**src/rtl/eth_reg_access_arb.sv**
```systemverilog
// eth_reg_access_arb
// Arbitrates host-bus and MAC-side access to the MAC configuration/status
// register bank. One access is in service at a time: it is granted in IDLE,
// the bank is strobed (write) or sampled (read) in GRANT, and the winner
// sees Ack/Err/RData in ACK until it drops its request.
//
// Ports
//   Clk, Reset                 clock, synchronous active-high reset
//   HostReq/We/Addr/WData      host request set (held until HostAck)
//   HostAck/Err/RData          host completion, error flag, read data
//   MacReq/We/Addr/WData       MAC request set
//   MacAck/Err/RData           MAC completion, error flag, read data
//   RegWrite                   one-hot write strobes to the register instances
//   RegDataIn                  shared write data to the register instances
//   RegDataOut                 flattened bank read bus, reg i at [i*DATA_W +: DATA_W]
module eth_reg_access_arb #(
    parameter int                  NUM_REGS     = 16,
    parameter int                  ADDR_W       = 4,
    parameter int                  DATA_W       = 32,
    parameter logic [NUM_REGS-1:0] HOST_RO_MASK = '0
) (
    input  logic                       Clk,
    input  logic                       Reset,
    input  logic                       HostReq,
    input  logic                       HostWe,
    input  logic [ADDR_W-1:0]          HostAddr,
    input  logic [DATA_W-1:0]          HostWData,
    output logic                       HostAck,
    output logic                       HostErr,
    output logic [DATA_W-1:0]          HostRData,
    input  logic                       MacReq,
    input  logic                       MacWe,
    input  logic [ADDR_W-1:0]          MacAddr,
    input  logic [DATA_W-1:0]          MacWData,
    output logic                       MacAck,
    output logic                       MacErr,
    output logic [DATA_W-1:0]          MacRData,
    output logic [NUM_REGS-1:0]        RegWrite,
    output logic [DATA_W-1:0]          RegDataIn,
    input  logic [NUM_REGS*DATA_W-1:0] RegDataOut
);

    typedef enum logic [1:0] {IDLE = 2'd0, GRANT = 2'd1, ACK = 2'd2} state_t;

    state_t              state_reg, state_next;
    logic                prio_mac_reg, prio_mac_next;   // 1: MAC wins a tie
    logic                win_mac_reg, win_mac_next;
    logic                we_reg, we_next;
    logic [ADDR_W-1:0]   addr_reg, addr_next;
    logic                err_reg, err_next;
    logic [NUM_REGS-1:0] strobe_reg, strobe_next;
    logic [DATA_W-1:0]   din_reg, din_next;
    logic                host_ack_reg, host_ack_next;
    logic                host_err_reg, host_err_next;
    logic [DATA_W-1:0]   host_rdata_reg, host_rdata_next;
    logic                mac_ack_reg, mac_ack_next;
    logic                mac_err_reg, mac_err_next;
    logic [DATA_W-1:0]   mac_rdata_reg, mac_rdata_next;

    // Selection of the requester that would win if granted this cycle.
    logic                grant_mac;
    logic                sel_we;
    logic [ADDR_W-1:0]   sel_addr;
    logic [DATA_W-1:0]   sel_wdata;
    logic [NUM_REGS-1:0] sel_dec;
    logic                sel_err;
    logic [NUM_REGS-1:0] rd_dec;
    logic [DATA_W-1:0]   rd_terms [NUM_REGS];
    logic [DATA_W-1:0]   rd_word;

    assign grant_mac = MacReq & (~HostReq | prio_mac_reg);
    assign sel_we    = grant_mac ? MacWe    : HostWe;
    assign sel_addr  = grant_mac ? MacAddr  : HostAddr;
    assign sel_wdata = grant_mac ? MacWData : HostWData;

    // Address decoders: sel_dec drives the strobe and the legality checks,
    // rd_dec selects the read slice for the access in service. An address at
    // or beyond NUM_REGS decodes to all-zero.
    generate
        for (genvar gi = 0; gi < NUM_REGS; gi++) begin : g_dec
            assign sel_dec[gi]  = (sel_addr == ADDR_W'(gi));
            assign rd_dec[gi]   = (addr_reg == ADDR_W'(gi));
            assign rd_terms[gi] = RegDataOut[gi*DATA_W +: DATA_W] & {DATA_W{rd_dec[gi]}};
        end
    endgenerate

    assign sel_err = ~(|sel_dec) | (~grant_mac & sel_we & (|(sel_dec & HOST_RO_MASK)));

    always_comb begin
        rd_word = '0;
        for (int i = 0; i < NUM_REGS; i++) begin
            rd_word = rd_word | rd_terms[i];
        end
    end

    always_comb begin
        state_next      = state_reg;
        prio_mac_next   = prio_mac_reg;
        win_mac_next    = win_mac_reg;
        we_next         = we_reg;
        addr_next       = addr_reg;
        err_next        = err_reg;
        strobe_next     = '0;
        din_next        = din_reg;
        host_ack_next   = host_ack_reg;
        host_err_next   = host_err_reg;
        host_rdata_next = host_rdata_reg;
        mac_ack_next    = mac_ack_reg;
        mac_err_next    = mac_err_reg;
        mac_rdata_next  = mac_rdata_reg;

        case (state_reg)
            IDLE: begin
                if (HostReq | MacReq) begin
                    state_next    = GRANT;
                    win_mac_next  = grant_mac;
                    prio_mac_next = ~grant_mac;
                    we_next       = sel_we;
                    addr_next     = sel_addr;
                    err_next      = sel_err;
                    // Strobe is registered here so it is visible during GRANT.
                    if (sel_we & ~sel_err) begin
                        strobe_next = sel_dec;
                        din_next    = sel_wdata;
                    end
                end
            end
            GRANT: begin
                state_next = ACK;
                if (win_mac_reg) begin
                    mac_ack_next = 1'b1;
                    mac_err_next = err_reg;
                    if (err_reg) begin
                        mac_rdata_next = '0;
                    end else if (!we_reg) begin
                        mac_rdata_next = rd_word;
                    end
                end else begin
                    host_ack_next = 1'b1;
                    host_err_next = err_reg;
                    if (err_reg) begin
                        host_rdata_next = '0;
                    end else if (!we_reg) begin
                        host_rdata_next = rd_word;
                    end
                end
            end
            ACK: begin
                if (!(win_mac_reg ? MacReq : HostReq)) begin
                    state_next    = IDLE;
                    host_ack_next = 1'b0;
                    host_err_next = 1'b0;
                    mac_ack_next  = 1'b0;
                    mac_err_next  = 1'b0;
                end
            end
            default: state_next = IDLE;
        endcase
    end

    always_ff @(posedge Clk) begin
        if (Reset) begin
            state_reg      <= IDLE;
            prio_mac_reg   <= 1'b0;
            win_mac_reg    <= 1'b0;
            we_reg         <= 1'b0;
            addr_reg       <= '0;
            err_reg        <= 1'b0;
            strobe_reg     <= '0;
            din_reg        <= '0;
            host_ack_reg   <= 1'b0;
            host_err_reg   <= 1'b0;
            host_rdata_reg <= '0;
            mac_ack_reg    <= 1'b0;
            mac_err_reg    <= 1'b0;
            mac_rdata_reg  <= '0;
        end else begin
            state_reg      <= state_next;
            prio_mac_reg   <= prio_mac_next;
            win_mac_reg    <= win_mac_next;
            we_reg         <= we_next;
            addr_reg       <= addr_next;
            err_reg        <= err_next;
            strobe_reg     <= strobe_next;
            din_reg        <= din_next;
            host_ack_reg   <= host_ack_next;
            host_err_reg   <= host_err_next;
            host_rdata_reg <= host_rdata_next;
            mac_ack_reg    <= mac_ack_next;
            mac_err_reg    <= mac_err_next;
            mac_rdata_reg  <= mac_rdata_next;
        end
    end

    // The strobe is masked by Reset so a reset landing in GRANT never lets
    // the in-flight write reach the bank.
    assign RegWrite  = strobe_reg & {NUM_REGS{~Reset}};
    assign RegDataIn = din_reg;
    assign HostAck   = host_ack_reg;
    assign HostErr   = host_err_reg;
    assign HostRData = host_rdata_reg;
    assign MacAck    = mac_ack_reg;
    assign MacErr    = mac_err_reg;
    assign MacRData  = mac_rdata_reg;

endmodule

```
**config.mk**
```make
export PLATFORM = sky130hd
export DESIGN_NAME = eth_reg_access_arb
export DESIGN_NICKNAME = d
export VERILOG_FILES = /design/src/rtl/eth_reg_access_arb.sv
export SDC_FILE = /design/constraint.sdc
export NUM_CORES = 1
export LEC_CHECK = 0
export ABC_AREA = 0
export CORE_AREA = 2 2 273 275
export DETAILED_ROUTE_END_ITERATION = 12
export DIE_AREA = 0 0 275 277
export HOLD_SLACK_MARGIN = 0.12
export PLACE_DENSITY_LB_ADDON = 0.25
export SLEW_MARGIN = 20
export SYNTH_ARGS = -nofsm -noshare
export SYNTH_HDL_FRONTEND = slang
export SYNTH_SLANG_ARGS = --single-unit
```
**constraint.sdc**
```tcl
create_clock -name Clk -period 2.2 [get_ports Clk]
set_input_delay 0.44 -clock Clk [delete_from_list [all_inputs] [get_ports Clk]]
set_output_delay 0.44 -clock Clk [all_outputs]
set_load 0.005 [all_outputs]
```
**Run 1: register map, names as in the netlist**

Bar = 100 um.
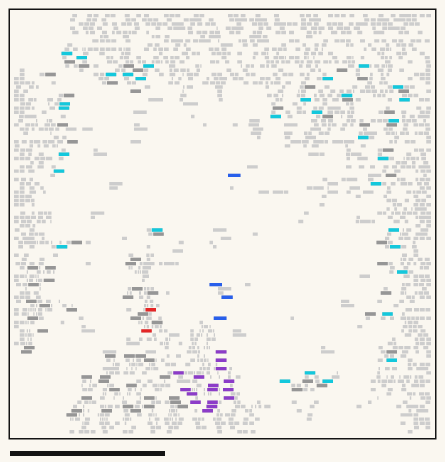
- red: `state_reg` (flops 2)
- blue: `addr_reg` (flops 4)
- purple: `strobe_reg` (flops 16; where bottom center)
- cyan: `MacRData` (flops 32; where all over the die)
- not colored: 72
sequential share of cell area: 0.1367
Power Sequential: 2.57 mW
final core utilization: 0.2521

**Run 1: local utilization**

Bar = 100 um. The die is cut into 28 by 28 equal tiles; white is low, dark blue is high, 0 to 100% covered.
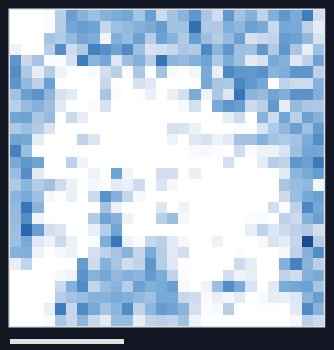
- mean over tiles: 23%
- tiles over 75% full: 0.30%
- densest ninth of the die: upper right
- nearly empty tiles: 34%
- emptiest ninth of the die: center
- fullest tile: 89%

**Run 1: nets reached from selected ports**

Bar = 100 um.
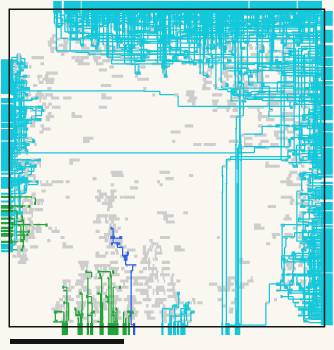
- cyan: `RegDataOut` (bits 512; direction input; end cells 228; wire 22.4 mm)
- green: `HostWData` (bits 32; direction input; end cells 32; wire 822 um)
- blue: `MacReq` (bits 1; direction input; end cells 9; wire 127 um)

==> out/summary.txt, run 1 <==
sequential share of power - 0.250
CP max stage delay - 0.56 ns
synth cell count leaders - 126 x dfxtp_1, 123 x nor2_1, 95 x a22oi_1
WP data arrival - 2.56 ns
Resize count post-CTS - 72
fill count - 7851
status - complete, no violations
YS warnings - 0
CTS tree - built
CP Buf/Inv Count - 2
Setup TNS - 0 ns
non-filler instance count after layout - 2679
final antenna-violating net count - 0
DR vias/cell - 4.308
Post-Synthesis Cells - 983
clock share of power - 0.300
pwr dens - 555.1 nW/um^2
sw power - 3.649 mW
postcts setup bufs - 12
1st-pass router iterations - 5
Post-synth area hogs - dfxtp_1 30%, a22oi_1 8.4%, mux4_2 8.2%
Gate power share - 0.451
Final setup viols - 0
Clock Path Buffers - 2
logic area - 5876 um^2
Top cell excl fill/tap - clkdlybuf4s50_1
Required @ worst endpoint - 2.56 ns
Setup crit start kind - register
gr usage total - 0.1675
CTS sink cnt - 126
fin crit share - 0.9986
Design Power - 10.30 mW
asr flop ratio synth - 0
pins over their slew limit - 0
critical path peak fanout - 8
Synth Cell Area - 8482 um^2
GR Util met2 - 0.2975
worst slack, placed - -0.2996 ns
vias in the first global route - 12096
# rows - 100
worst vdd ir - 0.0003600 V
nature of the critical path endpoint - register
Num CTS Buffers - 17
Final Cell Area - 18550 um^2
total congestion overflow - 0
# DRC - 0
Worst-Skew Late Latency - 0.47 ns
critical path's most frequent cell - buf_12
global routing's busiest layer - met2
GP Congestion - 0.8770
post-synth net total - 1573
placed cells - 2623
Yosys chip area - 8482 um^2
Setup Crit Path Kind - register to register
final hold slack - 0.4630 ns
post-DP HPWL - 53450 um
ys flop type - dfxtp_1
routed wl met3 - 5186 um
Final Hold Vio Count - 0
I/O Buffers - 705
Worst Tran Pin Value - 0.6217 ns
vias - 11542
drt wl/cell - 25.02 um
commonest non-fill, non-tap cells in the layout - 704 x clkdlybuf4s50_1, 122 x dfxtp_1, 104 x nor2_1
worst clock skew - 0.01432 ns
unrepaired setup endpoints after global routing - yes
# H-tree levels - 4
Area after DPL - 17250 um^2
largest net degree at the start of global routing - 43
Hold Buf Count CTS - 0
initial antenna violation count - 19
IO Pins - 706
Avg Synthesized Cell Area - 8.629 um^2
Yosys Instances - 983
fin crit period - 2.197 ns
Hold Path Class - register to register
Top Metal Used - met5
M1 WL - 27080 um
top-count cell post-synth - dfxtp_1
drt initial violations - 669
Synth flops - 126
Clock transition at path regs - 0.08 ns
cell type with the largest total area - dfxtp_1
slowest CP cell - mux4_2
Area leader share - 0.2974
worst setup margin - 0.003049 ns
Rel. slew slack - 0.5846
max_cap viols - 0
Fmax - 0.4552 GHz
core area - 73570 um^2
register share after synthesis - 0.2974
Layout Nets - 2279
leak pwr - 6.451 nW
Net Sw Frac - 0.3545
run 1: worst paths after layout:
check | startpoint | to | slack [ns] | depth (start not counted)
hold reg to reg | MacAck$_SDFFE_PP0P_ | MacAck$_SDFFE_PP0P_ | 0.46 | 2
setup reg to reg | addr_reg[0]$_SDFFE_PP0P_ | MacRData[21]$_SDFFE_PP0P_ | 0.003 | 7
setup / recovery | addr_reg[0]$_SDFFE_PP0P_ | MacRData[21]$_SDFFE_PP0P_ | 0.003 | 7
hold / removal | MacAck$_SDFFE_PP0P_ | MacAck$_SDFFE_PP0P_ | 0.46 | 2
run 1: area by class of cell:
cell class | instances | area share
inverters | 5 | 0.001012
well taps | 969 | 0.06538
multi-input cells | 739 | 0.3168
flip-flops and latches | 126 | 0.1367
clock inverters | 15 | 0.01039
repair buffers | 800 | 0.4457
clock buffers | 17 | 0.02294
diodes | 8 | 0.001079
run 1: power groups by stage:
stage	clock, mW	sequential [mW]	combinational (mW)
3_5_place_dp	0	2.63	4.25
2_1_floorplan	0	2.58	1.73
5_1_grt	3.31	2.60	4.92
3_3_place_gp	0	2.63	4.23
4_1_cts	3.25	2.58	4.60
6_report	3.08	2.57	4.64
run 1: worst register-to-register path: stages, from the launching register on:
cell and delay [ns]:
dfxtp_4 0.44, buf_12 0.13, buf_12 0.14, mux4_2 0.57, nor2_4 0.11, nor3b_2 0.05
or4_4 0.45, a22o_1 0.21
run 1: cells by family (layout without fill, tap and decap cells):
group | count (synthesis) | in the layout | share of synthesized area
flip-flops | 126 | 126 | 0.2974
AND/OR/NAND/NOR | 320 | 320 | 0.1857
buffers and inverters | 118 | 837 | 0.06564
AND-OR/OR-AND | 322 | 322 | 0.2909
multiplexers | 97 | 97 | 0.1603
other | 0 | 8 | 0
==> run 2, diff against run 1 <==
CTS_BUF_LIST = sky130_fd_sc_hd__clkbuf_4 sky130_fd_sc_hd__clkbuf_8   (was not set)
**Run 2: local utilization**

Bar = 100 um. The die is cut into 28 by 28 equal tiles; white is low, dark blue is high, 0 to 100% covered.
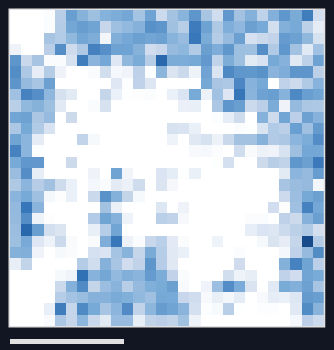
- fullest tile: 89%
- mean over tiles: 23%
- emptiest ninth of the die: center
- nearly empty tiles: 34%
final core utilization: 0.2531
core area: 73570 um^2

==> out/summary.txt, run 2 <==
top-count cell post-synth - dfxtp_1 (unchanged)
Clock Path Buffers - 2 (unchanged)
register share after synthesis - 0.2974 (unchanged)
YS warnings - 0 (unchanged)
IO Pins - 706 (unchanged)
ys flop type - dfxtp_1 (unchanged)
vias in the first global route - 12051 (was 12096)
# rows - 100 (unchanged)
# DRC - 0 (unchanged)
endpoint of the worst hold path - MacAck$_SDFFE_PP0P_ (unchanged)
worst setup margin - -0.02585 ns (was 0.003049 ns)
worst clock skew - 0.01928 ns (was 0.01432 ns)
Design Power - 9.742 mW (was 10.30 mW)
hold path cells - 2 (unchanged)
pwr dens - 523.2 nW/um^2 (was 555.1 nW/um^2)
initial antenna violation count - 19 (unchanged)
Yosys Instances - 983 (unchanged)
Top cell excl fill/tap - clkdlybuf4s50_1 (unchanged)
violated checks - negative setup slack
Final Cell Area - 18620 um^2 (was 18550 um^2)
global routing's busiest layer - met2 (unchanged)
status - finished with violations (was complete, no violations)
fin crit period - 2.226 ns (was 2.197 ns)
fin crit share - 1.012 (was 0.9986)
critical path peak fanout - 8 (unchanged)
final antenna-violating net count - 0 (unchanged)
Crit. Startpoint - addr_reg[0]$_SDFFE_PP0P_ (unchanged)
hold path start - MacAck$_SDFFE_PP0P_ (unchanged)
Post-synth area hogs - dfxtp_1 30%, a22oi_1 8.4%, mux4_2 8.2% (unchanged)
WP data arrival - 2.64 ns (was 2.56 ns)
drt initial violations - 840 (was 669)
Setup Crit Path Kind - register to register (unchanged)
drt wl/cell - 25.44 um (was 25.02 um)
Post-Synthesis Cells - 983 (unchanged)
GP Congestion - 0.8770 (unchanged)
gr usage total - 0.1667 (was 0.1675)
1st-pass router iterations - 5 (unchanged)
CTS tree - built (unchanged)
fill count - 7850 (was 7851)
Avg Synthesized Cell Area - 8.629 um^2 (unchanged)
worst setup path endpoint - HostRData[4]$_SDFFE_PP0P_ (was MacRData[21]$_SDFFE_PP0P_)
Area after DPL - 17250 um^2 (unchanged)
FF-to-FF path depth - 7 (unchanged)
Yosys chip area - 8482 um^2 (unchanged)
pins over their slew limit - 0 (unchanged)
Num CTS Buffers - 17 (unchanged)
largest net degree at the start of global routing - 43 (unchanged)
Area leader share - 0.2974 (unchanged)
commonest non-fill, non-tap cells in the layout - 704 x clkdlybuf4s50_1, 122 x dfxtp_1, 101 x nor2_1 (was 704 x clkdlybuf4s50_1, 122 x dfxtp_1, 104 x nor2_1)
Worst-Skew Late Latency - 0.53 ns (was 0.47 ns)
asr flop ratio synth - 0 (unchanged)
cell type with the largest total area - dfxtp_1 (unchanged)
Final setup viols - 10 (was 0)
reg2reg start - addr_reg[0]$_SDFFE_PP0P_ (unchanged)
Setup crit start kind - register (unchanged)
max_cap viols - 0 (unchanged)
GR Util met2 - 0.2965 (was 0.2975)
total congestion overflow - 0 (unchanged)
Layout Nets - 2290 (was 2279)
Fmax - 0.4493 GHz (was 0.4552 GHz)
leak pwr - 6.463 nW (was 6.451 nW)
unrepaired setup endpoints after global routing - yes (unchanged)
Clock transition at path regs - 0.11 ns (was 0.08 ns)
placed cells - 2623 (unchanged)
# H-tree levels - 4 (unchanged)
R2R Path End - HostRData[4]$_SDFFE_PP0P_ (was MacRData[21]$_SDFFE_PP0P_)
synth cell count leaders - 126 x dfxtp_1, 123 x nor2_1, 95 x a22oi_1 (unchanged)
nature of the critical path endpoint - register (unchanged)
Hold Buf Count CTS - 0 (unchanged)
Hold Path Class - register to register (unchanged)
Final Hold Vio Count - 0 (unchanged)
==> run 2: cell counts after synthesis <==
No cell type changed its count.
==> run 2: per-layer routing <==
| layer | up-vias | share of wire |
|---|---|---|
| li1 | 5304 | - |
| met1 | 5591 | 0.40 |
| met2 | 601 | 0.50 |
| met3 | 86 | 0.082 |
| met4 | 10 | 0.019 |
| met5 | - | 0.00085 |
==> run 2: cell families after synthesis <==
kind of cell / count (synthesis) / synth area share
AND-OR/OR-AND: 322 / 0.2909
AND/OR/NAND/NOR: 320 / 0.1857
flip-flops: 126 / 0.2974
multiplexers: 97 / 0.1603
buffers and inverters: 118 / 0.06564
==> run 2: timing repair <==
action                     in CTS  in global routing
gates resized                  72                 69
pin swaps                      21                 34
cloned                          3                  6
setup buffers                  10                 12
setup endpoints to repair      55                 64
==> run 2: power by group <==
group / internal, mW / switching (mW) / leakage [nW]
Clock: 0.975 / 1.34 / 0.215
Sequential: 2.44 / 0.139 / 1.03
Combinational: 2.67 / 2.17 / 5.22
Total: 6.09 / 3.65 / 6.46
==> run 2: through the flow <==
stage	TNS, ns	util	hold WS, ns
CTS	-0.9955	0.2467	0.3686
global route	-1.995	0.2529	0.4112
global placement	-7.873	0.2342	0.4599
finish	-0.1030	0.2531	0.4669
detailed placement	-8.026	0.2345	0.4511
floorplan	0	-	0.4527
==> run 2: cell type report <==
type / instances / area share
tap: 969 / 0.06512
clock buffer: 17 / 0.01257
multi-input combinational: 740 / 0.3238
antenna: 8 / 0.001075
clock inverter: 15 / 0.01035
sequential: 126 / 0.1361
inverter: 5 / 0.001008
timing repair buffer: 810 / 0.4500
==> run 2: critical path: stages, from the launching register on <==
cell	delay (ns)
dfxtp_4	0.48
buf_12	0.19
buf_8	0.12
mux4_2	0.50
nor2_2	0.11
nor3b_1	0.05
or4_1	0.43
a22o_1	0.22
No activity file was given, so power comes from the tool's default toggle rates.
